$ cat src/rtl/udp_receive.sv
// UDP/IPv4 receive parser for the GMII RX domain: locks onto preamble/SFD, filters on the
// local MAC/IP/port, streams the UDP payload and reports sender info and FCS status per frame.
module udp_receive #(
  parameter bit BROADCAST_EN = 1'b1
) (
  input  logic        clk_125m,
  input  logic        reset,
  input  logic        gmii_rx_dv,
  input  logic [7:0]  gmii_rxd,
  input  logic [47:0] local_mac,
  input  logic [31:0] local_ip,
  input  logic [15:0] local_udp_port,
  output logic [7:0]  rx_data,
  output logic        rx_data_valid,
  output logic        rx_sof,
  output logic        rx_eof,
  output logic [15:0] rx_data_length,
  output logic [47:0] src_mac,
  output logic [31:0] src_ip,
  output logic [15:0] src_udp_port,
  output logic        rx_done,
  output logic        rx_crc_ok,
  output logic        rx_error
);

  localparam int unsigned CNT_W = 5;
  localparam int unsigned PRE_W = 3;
  localparam logic [7:0]       PRE_BYTE    = 8'h55;
  localparam logic [7:0]       SFD_BYTE    = 8'hd5;
  localparam logic [31:0]      CRC_POLY    = 32'hedb88320;
  localparam logic [31:0]      CRC_INIT    = 32'hffffffff;
  localparam logic [31:0]      CRC_RESIDUE = 32'hdebb20e3;
  localparam logic [CNT_W-1:0] ETH_LAST    = CNT_W'(13);
  localparam logic [CNT_W-1:0] IP_LAST     = CNT_W'(19);
  localparam logic [CNT_W-1:0] UDP_LAST    = CNT_W'(7);
  localparam logic [PRE_W-1:0] PRE_MAX     = PRE_W'(7);

  typedef enum logic [3:0] {
    IDLE, PREAMBLE, ETH_HDR, IP_HDR, UDP_HDR, PAYLOAD, TRAILER, DONE, DROP
  } state_t;

  state_t           state, state_nxt;
  logic             dv_prev;
  logic [CNT_W-1:0] cnt, cnt_nxt;
  logic [PRE_W-1:0] pre_cnt, pre_cnt_nxt;
  logic             mac_local_ok, mac_local_ok_nxt;
  logic             mac_bcast_ok, mac_bcast_ok_nxt;
  logic [7:0]       hi_byte, hi_byte_nxt;
  logic [15:0]      len_q, len_q_nxt;
  logic [15:0]      csum, csum_nxt;
  logic [31:0]      crc, crc_nxt;
  logic [47:0]      mac_sh, mac_sh_nxt;
  logic [31:0]      ip_sh, ip_sh_nxt;
  logic [15:0]      port_sh, port_sh_nxt;
  logic [15:0]      remain, remain_nxt;
  logic             first, first_nxt;

  logic [7:0]  rx_data_nxt;
  logic        rx_data_valid_nxt, rx_sof_nxt, rx_eof_nxt;
  logic [15:0] rx_data_length_nxt;
  logic [47:0] src_mac_nxt;
  logic [31:0] src_ip_nxt;
  logic [15:0] src_udp_port_nxt;
  logic        rx_done_nxt, rx_crc_ok_nxt, rx_error_nxt;

  logic [7:0]  mac_byte_c, ip_byte_c, port_byte_c;
  logic [16:0] csum_sum_c;
  logic [15:0] csum_add_c;
  logic [31:0] crc_upd_c;
  logic        mac_local_c, mac_bcast_c, ip_bad_c;

  function automatic logic [31:0] crc32_step(input logic [31:0] crc_in, input logic [7:0] data);
    logic [31:0] c;
    c = crc_in ^ {24'h000000, data};
    for (int i = 0; i < 8; i++) begin
      c = c[0] ? ((c >> 1) ^ CRC_POLY) : (c >> 1);
    end
    return c;
  endfunction

  // Byte-wise selectors of the local addresses and per-byte header checks
  always_comb begin
    mac_byte_c  = 8'h00;
    ip_byte_c   = 8'h00;
    case (cnt)
      CNT_W'(0):  mac_byte_c = local_mac[47:40];
      CNT_W'(1):  mac_byte_c = local_mac[39:32];
      CNT_W'(2):  mac_byte_c = local_mac[31:24];
      CNT_W'(3):  mac_byte_c = local_mac[23:16];
      CNT_W'(4):  mac_byte_c = local_mac[15:8];
      CNT_W'(5):  mac_byte_c = local_mac[7:0];
      default: ;
    endcase
    case (cnt)
      CNT_W'(16): ip_byte_c = local_ip[31:24];
      CNT_W'(17): ip_byte_c = local_ip[23:16];
      CNT_W'(18): ip_byte_c = local_ip[15:8];
      CNT_W'(19): ip_byte_c = local_ip[7:0];
      default: ;
    endcase
    port_byte_c = (cnt == CNT_W'(2)) ? local_udp_port[15:8] : local_udp_port[7:0];
    mac_local_c = mac_local_ok && (gmii_rxd == mac_byte_c);
    mac_bcast_c = mac_bcast_ok && (gmii_rxd == 8'hff);
    csum_sum_c  = {1'b0, csum} + {1'b0, hi_byte, gmii_rxd};
    csum_add_c  = csum_sum_c[15:0] + 16'(csum_sum_c[16]);
    crc_upd_c   = crc32_step(crc, gmii_rxd);
    ip_bad_c    = ((cnt == CNT_W'(0)) && (gmii_rxd != 8'h45)) ||
                  ((cnt == CNT_W'(9)) && (gmii_rxd != 8'd17)) ||
                  ((cnt >= CNT_W'(16)) && (gmii_rxd != ip_byte_c)) ||
                  ((cnt == IP_LAST) && (csum_add_c != 16'hffff));
  end

  // Next-state and next-output logic
  always_comb begin
    state_nxt          = state;
    cnt_nxt            = cnt;
    pre_cnt_nxt        = pre_cnt;
    mac_local_ok_nxt   = mac_local_ok;
    mac_bcast_ok_nxt   = mac_bcast_ok;
    hi_byte_nxt        = hi_byte;
    len_q_nxt          = len_q;
    csum_nxt           = csum;
    crc_nxt            = crc;
    mac_sh_nxt         = mac_sh;
    ip_sh_nxt          = ip_sh;
    port_sh_nxt        = port_sh;
    remain_nxt         = remain;
    first_nxt          = first;
    rx_data_nxt        = rx_data;
    rx_data_valid_nxt  = 1'b0;
    rx_sof_nxt         = 1'b0;
    rx_eof_nxt         = 1'b0;
    rx_data_length_nxt = rx_data_length;
    src_mac_nxt        = src_mac;
    src_ip_nxt         = src_ip;
    src_udp_port_nxt   = src_udp_port;
    rx_done_nxt        = 1'b0;
    rx_crc_ok_nxt      = 1'b0;
    rx_error_nxt       = 1'b0;

    if (gmii_rx_dv && (state inside {ETH_HDR, IP_HDR, UDP_HDR, PAYLOAD, TRAILER})) begin
      crc_nxt = crc_upd_c;
    end

    case (state)
      IDLE, DONE: begin
        state_nxt = IDLE;
        // A frame only starts on a dv rising edge
        if (gmii_rx_dv && !dv_prev) begin
          if (gmii_rxd == PRE_BYTE) begin
            state_nxt   = PREAMBLE;
            pre_cnt_nxt = PRE_W'(1);
          end else begin
            state_nxt = DROP;
          end
        end
      end
      PREAMBLE: begin
        if (!gmii_rx_dv) begin
          state_nxt = IDLE;
        end else if (gmii_rxd == SFD_BYTE) begin
          state_nxt        = ETH_HDR;
          cnt_nxt          = '0;
          crc_nxt          = CRC_INIT;
          mac_local_ok_nxt = 1'b1;
          mac_bcast_ok_nxt = BROADCAST_EN;
        end else if ((gmii_rxd == PRE_BYTE) && (pre_cnt != PRE_MAX)) begin
          pre_cnt_nxt = pre_cnt + PRE_W'(1);
        end else begin
          state_nxt = DROP;
        end
      end
      ETH_HDR: begin
        cnt_nxt = cnt + CNT_W'(1);
        if (!gmii_rx_dv) begin
          state_nxt = IDLE;
        end else if (cnt < CNT_W'(6)) begin
          mac_local_ok_nxt = mac_local_c;
          mac_bcast_ok_nxt = mac_bcast_c;
          if (!mac_local_c && !mac_bcast_c) state_nxt = DROP;
        end else if (cnt < CNT_W'(12)) begin
          mac_sh_nxt = {mac_sh[39:0], gmii_rxd};
        end else if (cnt == CNT_W'(12)) begin
          if (gmii_rxd != 8'h08) state_nxt = DROP;
        end else if (gmii_rxd != 8'h00) begin
          state_nxt = DROP;
        end else if (cnt == ETH_LAST) begin
          state_nxt = IP_HDR;
          cnt_nxt   = '0;
          csum_nxt  = '0;
        end
      end
      IP_HDR: begin
        cnt_nxt = cnt + CNT_W'(1);
        if (!cnt[0]) hi_byte_nxt = gmii_rxd;
        else         csum_nxt    = csum_add_c;
        if ((cnt >= CNT_W'(12)) && (cnt < CNT_W'(16))) ip_sh_nxt = {ip_sh[23:0], gmii_rxd};
        if (!gmii_rx_dv) begin
          state_nxt = IDLE;
        end else if (ip_bad_c) begin
          state_nxt = DROP;
        end else if (cnt == IP_LAST) begin
          state_nxt = UDP_HDR;
          cnt_nxt   = '0;
        end
      end
      UDP_HDR: begin
        cnt_nxt = cnt + CNT_W'(1);
        if (!gmii_rx_dv) begin
          state_nxt = IDLE;
        end else begin
          case (cnt)
            CNT_W'(0), CNT_W'(1): port_sh_nxt = {port_sh[7:0], gmii_rxd};
            CNT_W'(2), CNT_W'(3): if (gmii_rxd != port_byte_c) state_nxt = DROP;
            CNT_W'(4): hi_byte_nxt = gmii_rxd;
            CNT_W'(5): begin
              len_q_nxt = {hi_byte, gmii_rxd};
              if ({hi_byte, gmii_rxd} <= 16'd8) state_nxt = DROP;
            end
            UDP_LAST: begin
              state_nxt          = PAYLOAD;
              src_mac_nxt        = mac_sh;
              src_ip_nxt         = ip_sh;
              src_udp_port_nxt   = port_sh;
              rx_data_length_nxt = len_q - 16'd8;
              remain_nxt         = len_q - 16'd8;
              first_nxt          = 1'b1;
            end
            default: ;
          endcase
        end
      end
      PAYLOAD: begin
        if (gmii_rx_dv) begin
          rx_data_nxt       = gmii_rxd;
          rx_data_valid_nxt = 1'b1;
          rx_sof_nxt        = first;
          rx_eof_nxt        = (remain == 16'd1);
          first_nxt         = 1'b0;
          remain_nxt        = remain - 16'd1;
          if (remain == 16'd1) state_nxt = TRAILER;
        end else begin
          state_nxt    = DONE;
          rx_done_nxt  = 1'b1;
          rx_error_nxt = 1'b1;
        end
      end
      TRAILER: begin
        if (!gmii_rx_dv) begin
          state_nxt     = DONE;
          rx_done_nxt   = 1'b1;
          rx_crc_ok_nxt = (crc == CRC_RESIDUE);
        end
      end
      DROP: begin
        if (!gmii_rx_dv) state_nxt = IDLE;
      end
      default: state_nxt = IDLE;
    endcase
  end

  // dv_prev resets high so a frame already in flight at reset release is ignored
  always_ff @(posedge clk_125m or posedge reset) begin
    if (reset) begin
      state          <= IDLE;
      dv_prev        <= 1'b1;
      cnt            <= '0;
      pre_cnt        <= '0;
      mac_local_ok   <= 1'b0;
      mac_bcast_ok   <= 1'b0;
      hi_byte        <= '0;
      len_q          <= '0;
      csum           <= '0;
      crc            <= CRC_INIT;
      mac_sh         <= '0;
      ip_sh          <= '0;
      port_sh        <= '0;
      remain         <= '0;
      first          <= 1'b0;
      rx_data        <= '0;
      rx_data_valid  <= 1'b0;
      rx_sof         <= 1'b0;
      rx_eof         <= 1'b0;
      rx_data_length <= '0;
      src_mac        <= '0;
      src_ip         <= '0;
      src_udp_port   <= '0;
      rx_done        <= 1'b0;
      rx_crc_ok      <= 1'b0;
      rx_error       <= 1'b0;
    end else begin
      state          <= state_nxt;
      dv_prev        <= gmii_rx_dv;
      cnt            <= cnt_nxt;
      pre_cnt        <= pre_cnt_nxt;
      mac_local_ok   <= mac_local_ok_nxt;
      mac_bcast_ok   <= mac_bcast_ok_nxt;
      hi_byte        <= hi_byte_nxt;
      len_q          <= len_q_nxt;
      csum           <= csum_nxt;
      crc            <= crc_nxt;
      mac_sh         <= mac_sh_nxt;
      ip_sh          <= ip_sh_nxt;
      port_sh        <= port_sh_nxt;
      remain         <= remain_nxt;
      first          <= first_nxt;
      rx_data        <= rx_data_nxt;
      rx_data_valid  <= rx_data_valid_nxt;
      rx_sof         <= rx_sof_nxt;
      rx_eof         <= rx_eof_nxt;
      rx_data_length <= rx_data_length_nxt;
      src_mac        <= src_mac_nxt;
      src_ip         <= src_ip_nxt;
      src_udp_port   <= src_udp_port_nxt;
      rx_done        <= rx_done_nxt;
      rx_crc_ok      <= rx_crc_ok_nxt;
      rx_error       <= rx_error_nxt;
    end
  end

endmodule

$ cat config.mk
export PLATFORM = sky130hd
export DESIGN_NAME = udp_receive
export DESIGN_NICKNAME = d
export VERILOG_FILES = /design/src/rtl/udp_receive.sv
export SDC_FILE = /design/constraint.sdc
export NUM_CORES = 1
export LEC_CHECK = 0
export ABC_AREA = 0
export CAP_MARGIN = 15
export CORE_MARGIN = 2
export CORE_UTILIZATION = 57
export CTS_BUF_LIST = sky130_fd_sc_hd__clkbuf_4 sky130_fd_sc_hd__clkbuf_8
export CTS_CLUSTER_SIZE = 40
export DETAILED_ROUTE_END_ITERATION = 10
export PLACE_DENSITY_LB_ADDON = 0.2
export SLEW_MARGIN = 20
export SYNTH_ARGS = -nofsm -noshare
export SYNTH_HDL_FRONTEND = slang
export SYNTH_SLANG_ARGS = --single-unit
$ cat constraint.sdc
create_clock -name clk_125m -period 12.4 [get_ports clk_125m]
set_input_delay 1.86 -clock clk_125m [delete_from_list [all_inputs] [get_ports clk_125m]]
set_output_delay 1.86 -clock clk_125m [all_outputs]
set_load 0.005 [all_outputs]
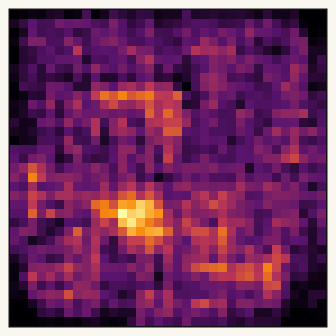
*Routed metal per tile, run 1*
The die is cut into 35 by 35 equal tiles; black is low, pale yellow is high, scaled to the fullest tile. Values are wire area over tile area, all layers added.
The fullest tile reaches 0.84. The mean over all tiles is 0.23. 3.4% of the tiles are nearly empty. 7.4% of the tiles are over half the peak.
total track usage: 29.18%
DRT Wirelength: 43.76 mm
wire per inst: 18.81 µm

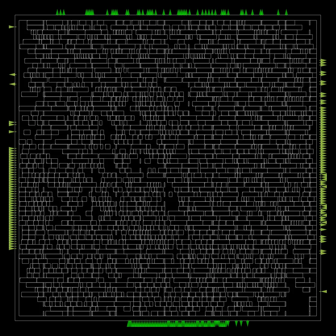
*Cell outlines without signal wires, run 1*
inserted tap cell count: 384
Core Util, Final: 71.25%
flop share of the area: 40.20%
number of fill cells: 2,159
std cell rows: 62

==> results.sh, run 1 <==
# flow metrics
export IMPL_outcome="finished clean"
export IMPL_pre_cts_ws_ns=4.443
export IMPL_min_from="ip_sh[24]"
export IMPL_whs_ns=0.4508
export IMPL_required_ns=12.87
export IMPL_areaGrowthSynthToFinish_pct=23.21
export IMPL_ys_seq_share_pct=49.54
export IMPL_min_path_cells=2
export IMPL_yosys_top_cells_count="427 x nand2_1, 293 x dfrtp_1, 124 x mux2_2"
export IMPL_biggestCellCategory="registers"
export IMPL_top_area_cell="dfrtp_1"
export IMPL_power_top_group="sequential cells"
export IMPL_cts_repair_resized=0
export IMPL_fp_nets=1813
export IMPL_htreeDepth=2
export IMPL_adder_share_pct=2.162
export IMPL_ys_warnings_count=0
export IMPL_place_congestion=0.9446
export IMPL_dpl_hpwl_mm=30.05
export IMPL_final_nets=2035
export IMPL_yosysChipArea_um2=16550
export IMPL_path_cells="clkdlybuf4s50_1 > clkinv_1 > fa_1 > nand2b_1 > a21oi_4 > o21a_1 > o21ai_0 > nand2_1 > a21oi_1 > o21bai_1 > a21o_1 > ha_1 > nor3b_1 > nand3_1 > nor4_1 > xnor2_1 > o221ai_1 > nor4_2 > nor4_1 > a211o_1"
export IMPL_hold_viol_final=0
export IMPL_endpoint="cnt[3]"
export IMPL_clk_pin_slew_ns=0.06
export IMPL_die_area_um2=30420
export IMPL_clk_latency_ns=0.61
export IMPL_rsz0062_at_grt="false"
export IMPL_path_class="in2reg"
export IMPL_firstDrtPassIters=5
export IMPL_p_clk_w=0.00100
export IMPL_slowest_delay_ns=0.93
export IMPL_dp_cells=2230
export IMPL_viasPerCell=5.825
export IMPL_p_per_area_nw_per_um2=184.4
export IMPL_placed_area_um2=19220
export IMPL_ff_type="dfrtp_1"
export IMPL_drtIter0Drc=1229
export IMPL_leakagePower_nw=9.490
export IMPL_clock_sinks=326
export IMPL_top_layer="met4"
export IMPL_ant_nets=0
export IMPL_wl_met2_mm=20.55
export IMPL_min_path_type="reg2reg"
export IMPL_most_common_cell="nand2_1"
export IMPL_synth_area_um2=16550
export IMPL_flop_area_um2=8199
export IMPL_ys_sh_xor_pct=6.199
export IMPL_edf_count=0
export IMPL_cp_depth=20
export IMPL_layout_nonclk_buf_share_pct=12.34
export IMPL_top_usage_layer="met2"
export IMPL_period_used_pct=60.29
export IMPL_total_power_w=0.003761
export IMPL_comb_cells=1233
export IMPL_io_buffers=232
export IMPL_finalSetupTns_ns=0
export IMPL_met3WireLength_mm=3.227
export IMPL_simple_gate_share_pct=18.74
export IMPL_cts_buffers=52
export IMPL_setup_ws_ns=4.924
export IMPL_r2r_end="cnt[3]"
export IMPL_reg_top3="mac_sh: 48 flops, src_mac: 48 flops"
export IMPL_cts_root_buf="clkbuf_8"
export IMPL_drv_slew=0
export IMPL_ys_async_sr_fraction_pct=100.0
export IMPL_inverters=29
export IMPL_core_util_floorplan_pct=57.82
export IMPL_synthMuxAreaShare_pct=8.980
export IMPL_crit_fanout=13
export IMPL_final_cells=2326
export IMPL_cpLargestDelayFamily="simple AND/OR/NAND/NOR gates"
export IMPL_ioPinCount=233
export IMPL_reg2reg_depth=20
export IMPL_cts_tree="done"
export IMPL_mi_logic_area_um2=7915
export IMPL_fin_area_um2=20390
export IMPL_cap_violations=0
export IMPL_worst_slew_pin_slew_ns=1.061
export IMPL_grt_max_degree=123
export IMPL_crit_top_cell="nor4_1"
export IMPL_core_area_um2=28630
export IMPL_sequential_cell_total=326
export IMPL_power_frac_seq_pct=37.9
export IMPL_timing_rr_start="csum[0]"
export IMPL_syn_inst=1678
export IMPL_avgSynthCellArea_um2=9.864
export IMPL_synthTopLogicFamily="simple AND/OR/NAND/NOR gates"
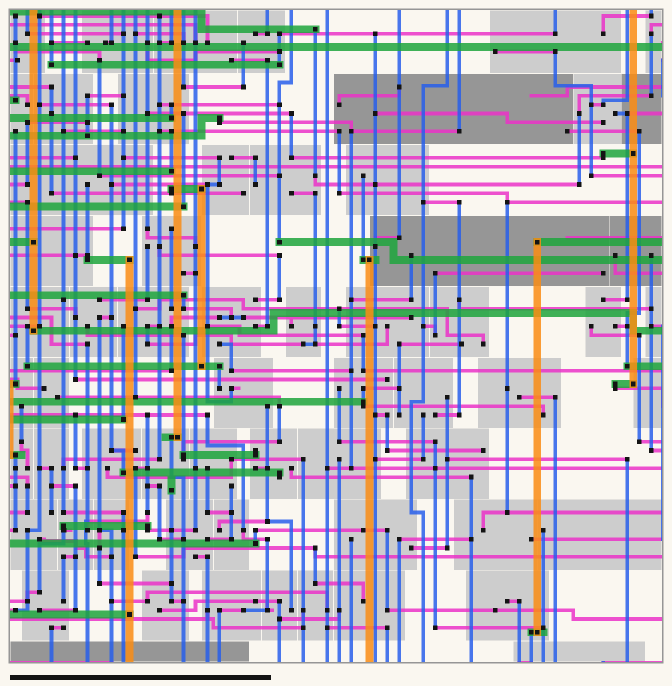
*Layout detail, run 1*
Bar = 10 µm. Region (75, 40) to (100, 65) µm. Cells in gray, sequential cells in the stronger gray; small squares are vias.
Key: magenta = M1; blue = M2; orange = M4; green = M3
Sequential cells in the window: 2. Netlist names of flops here include `len_q` (1), `mac_local_ok` (1). Most frequent: o21ai_0 (7), nand2_1 (5), xnor2_1 (4). 52 logic cells have their middle in the window.

### Selected gate families, run 1

Bar = 50 µm.
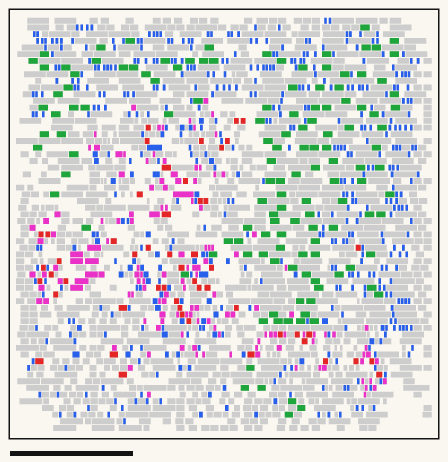

==> inputs of run 2 (changes only) <==
CORE_UTILIZATION = 52   (was 57)
clock period = 6.5 ns   (was 12.4 ns; I/O delays follow)
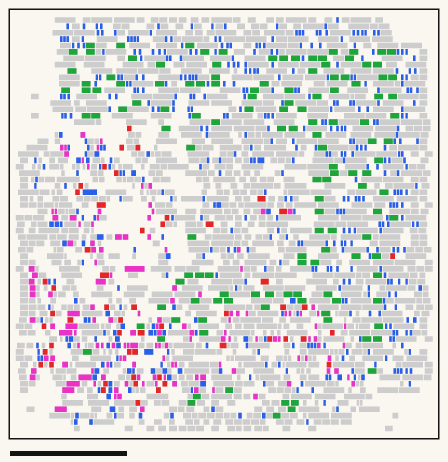
*Selected gate families, run 2*
Bar = 50 µm.
Key: magenta = nor cells [cells 139, most used nor2_1]; blue = nand cells [cells 486, most used nand2_1, where widely spread]; green = mux cells [cells 133, most used mux2_2]; red = and/or cells [cells 52, most used and3_1]
Top cell excl fill/tap: nand2_1
fraction of area in multi-input gates: 38.55%
Finished Layout Cells: 2,357

==> run 2 against run 1 <==
Die area up 9.4%. Synthesized area stayed put. Flip-flop count unchanged. Critical endpoint is now cnt[0]. Critical path type unchanged. Core utilization down 6.0 points. Combinational power grew 93%.
==> results.sh, run 2 <==
# flow metrics
export IMPL_outcome="finished clean"
export IMPL_wl_met2_mm=21.53
export IMPL_min_from="ip_sh[24]"
export IMPL_min_path_type="reg2reg"
export IMPL_endpoint="cnt[0]"
export IMPL_clk_latency_ns=0.61
export IMPL_cts_repair_resized=0
export IMPL_timing_rr_start="csum[0]"
export IMPL_final_nets=2044
export IMPL_cp_depth=22
export IMPL_n_tap_cell=402
export IMPL_total_power_w=0.007256
export IMPL_layout_nonclk_buf_share_pct=12.52
export IMPL_track_usage_pct=27.32
export IMPL_comb_cells=1233
export IMPL_synthTopLogicFamily="simple AND/OR/NAND/NOR gates"
export IMPL_ioPinCount=233
export IMPL_path_class="in2reg"
export IMPL_cap_violations=0
export IMPL_fillerInstances=2520
export IMPL_required_ns=6.97
export IMPL_core_area_um2=31470
export IMPL_whs_ns=0.4434
export IMPL_p_per_area_nw_per_um2=353.4
export IMPL_dpl_hpwl_mm=31.15
export IMPL_fp_nets=1813
export IMPL_synthMuxAreaShare_pct=8.980
export IMPL_firstDrtPassIters=5
export IMPL_ys_async_sr_fraction_pct=100.0
export IMPL_post_drt_wl_per_cell_um=19.20
export IMPL_placed_area_um2=19290
export IMPL_min_path_cells=2
export IMPL_top_layer="met4"
export IMPL_place_congestion=0.9241
export IMPL_crit_fanout=8
export IMPL_ant_nets=0
export IMPL_ys_warnings_count=0
export IMPL_flop_area_um2=8199
export IMPL_cts_tree="done"
export IMPL_ff_type="dfrtp_1"
export IMPL_met3WireLength_mm=2.786
export IMPL_io_buffers=232
export IMPL_avgSynthCellArea_um2=9.864
export IMPL_drv_slew=0
export IMPL_period_used_pct=87.11
export IMPL_cpLargestDelayFamily="simple AND/OR/NAND/NOR gates"
export IMPL_reg_top3="mac_sh: 48 flops, src_mac: 48 flops"
export IMPL_worst_slew_pin_slew_ns=1.032
export IMPL_dp_cells=2255
export IMPL_biggestCellCategory="registers"
export IMPL_yosys_top_cells_count="427 x nand2_1, 293 x dfrtp_1, 124 x mux2_2"
export IMPL_inverters=29
export IMPL_most_common_cell="nand2_1"
export IMPL_ys_sh_xor_pct=6.199
export IMPL_finalSetupTns_ns=0
export IMPL_p_clk_w=0.00197
export IMPL_top_usage_layer="met2"
export IMPL_leakagePower_nw=9.547
export IMPL_areaGrowthSynthToFinish_pct=24.05
export IMPL_wl_mm=45.25
export IMPL_clk_pin_slew_ns=0.06
export IMPL_crit_top_cell="ha_1"
export IMPL_clock_sinks=326
export IMPL_adder_share_pct=2.162
export IMPL_cts_buffers=54
export IMPL_power_top_group="sequential cells"
export IMPL_mi_logic_area_um2=7915
export IMPL_viasPerCell=5.704
export IMPL_top_area_cell="dfrtp_1"
export IMPL_final_core_util_pct=65.24
export IMPL_die_area_um2=33270
export IMPL_yosysChipArea_um2=16550
Power is estimated from default activity; no workload was simulated.
